The metal 2 layer:
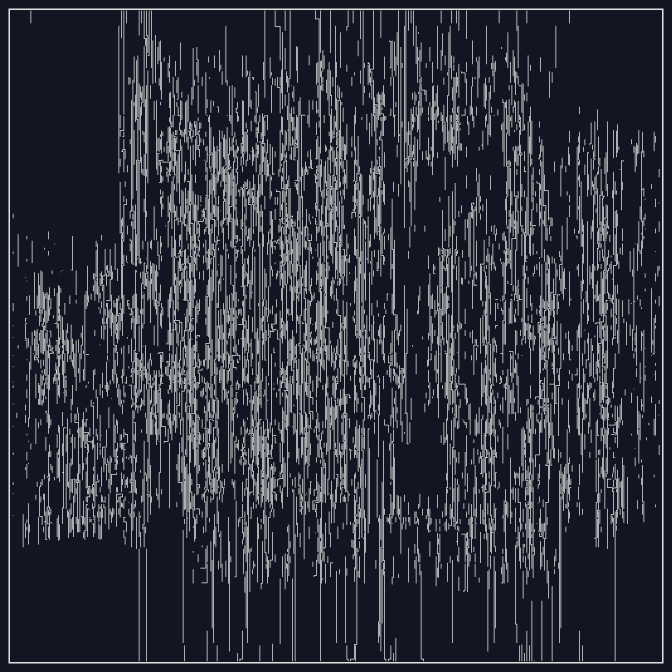
Logic cells by family:
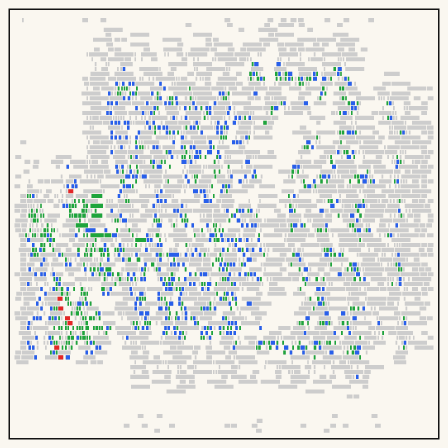
Local utilization:
The die is cut into 24 by 24 equal tiles; white is low, dark blue is high, 0 to 100% covered.
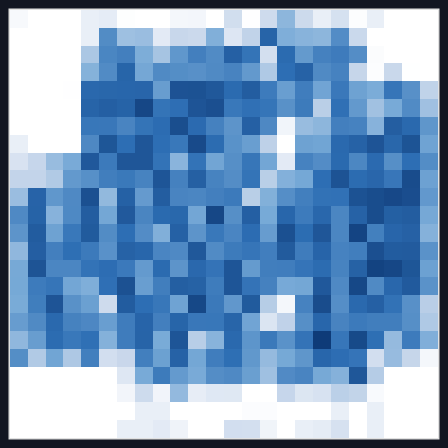
Track usage over the die:
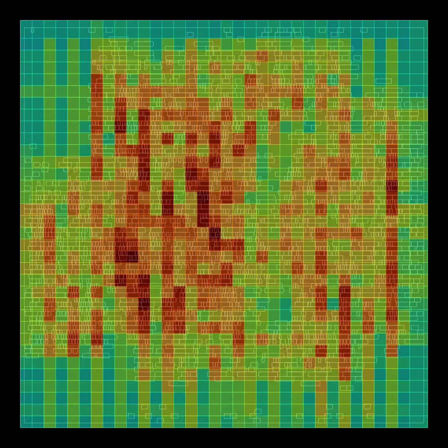
Design bt656_rx_axis, sky130hd; sources not shown.
==> qor.yml <==
final_timing:
  final_max_slew_viol_count: 0
  rsz0062_at_grt: "no"
  worst_slack_ps: 7990
  hold_violations: 0
  final-setup-viol-count: 0
finish:
  buffers: 191
  register_area_um2: 14300
  fillCellCount: 4732
  drive_above_1_share_pct: 9.11
  n_all_inverters: 227
  largest_class: "sequential cells"
clock_tree:
  cts_buffers: 58
  root_buffer: "clkbuf_16"
  htree_levels: 2
  cts_resized: 0
  insertion_delay_ps: 630
  clock_sink_count: 584
power:
  p_clk_share_pct: 42.7
  internal_power_mw: 2.66
  leakagePower_nw: 10.4
detailed_routing:
  wl_met2_mm: 28.8
  drt_iter0_markers: 1566
  maxUsedRoutingLayer: "met4"
  detail-route-antenna-nets: 0
synthesis:
  synth_stat.cells: 2721
  syn-cell-area_um2: 24700
  yosys_most_used_dff: "dfxtp_1"
  ys_area_um2: 24700
die:
  die_w_um: 238
job:
  max_cap_violations: 0
  warnings: 34
setup_path:
  reg2regPathDepth: 8
placed_design:
  dp_hpwl_mm: 35.1
outcome:
  status: "finished, final reports clean"
Notes on 'the metal 2 layer' above:
share of all routed wire: 48%
wire length on this layer: 28.8 mm
nets with wire on the layer: 2361
main direction: vertical
longest straight run: 73.8 um
via count: 19002
routed wire length: 59.9 mm
M2 GR Usage: 35.7%

Notes on 'logic cells by family' above:
| color | family | cells | most used |
|---|---|---|---|
| red | XOR/XNOR gates | 7 | xor2_1 |
| green | NAND gates | 534 | nand2_1 |
| blue | inverting AOI/OAI gates | 487 | o21ai_0 |
combinational share of cell area: 30.7%
most frequent logic cell in the layout: nor2_1

Notes on 'local utilization' above:
densest ninth of the die: east
nearly empty tiles: 18%
tiles over 75% full: 22%
fullest tile: 96%
mean over tiles: 49%
Init Core Util: 45.7%
post-layout util: 52.8%
core area: 54000 um2

Notes on 'track usage over the die' above:
global-route layer with the greatest usage: met2
M3 GR Usage: 3.89%
WL/cell: 16.9 um

Power and IR drop assume default switching activity.
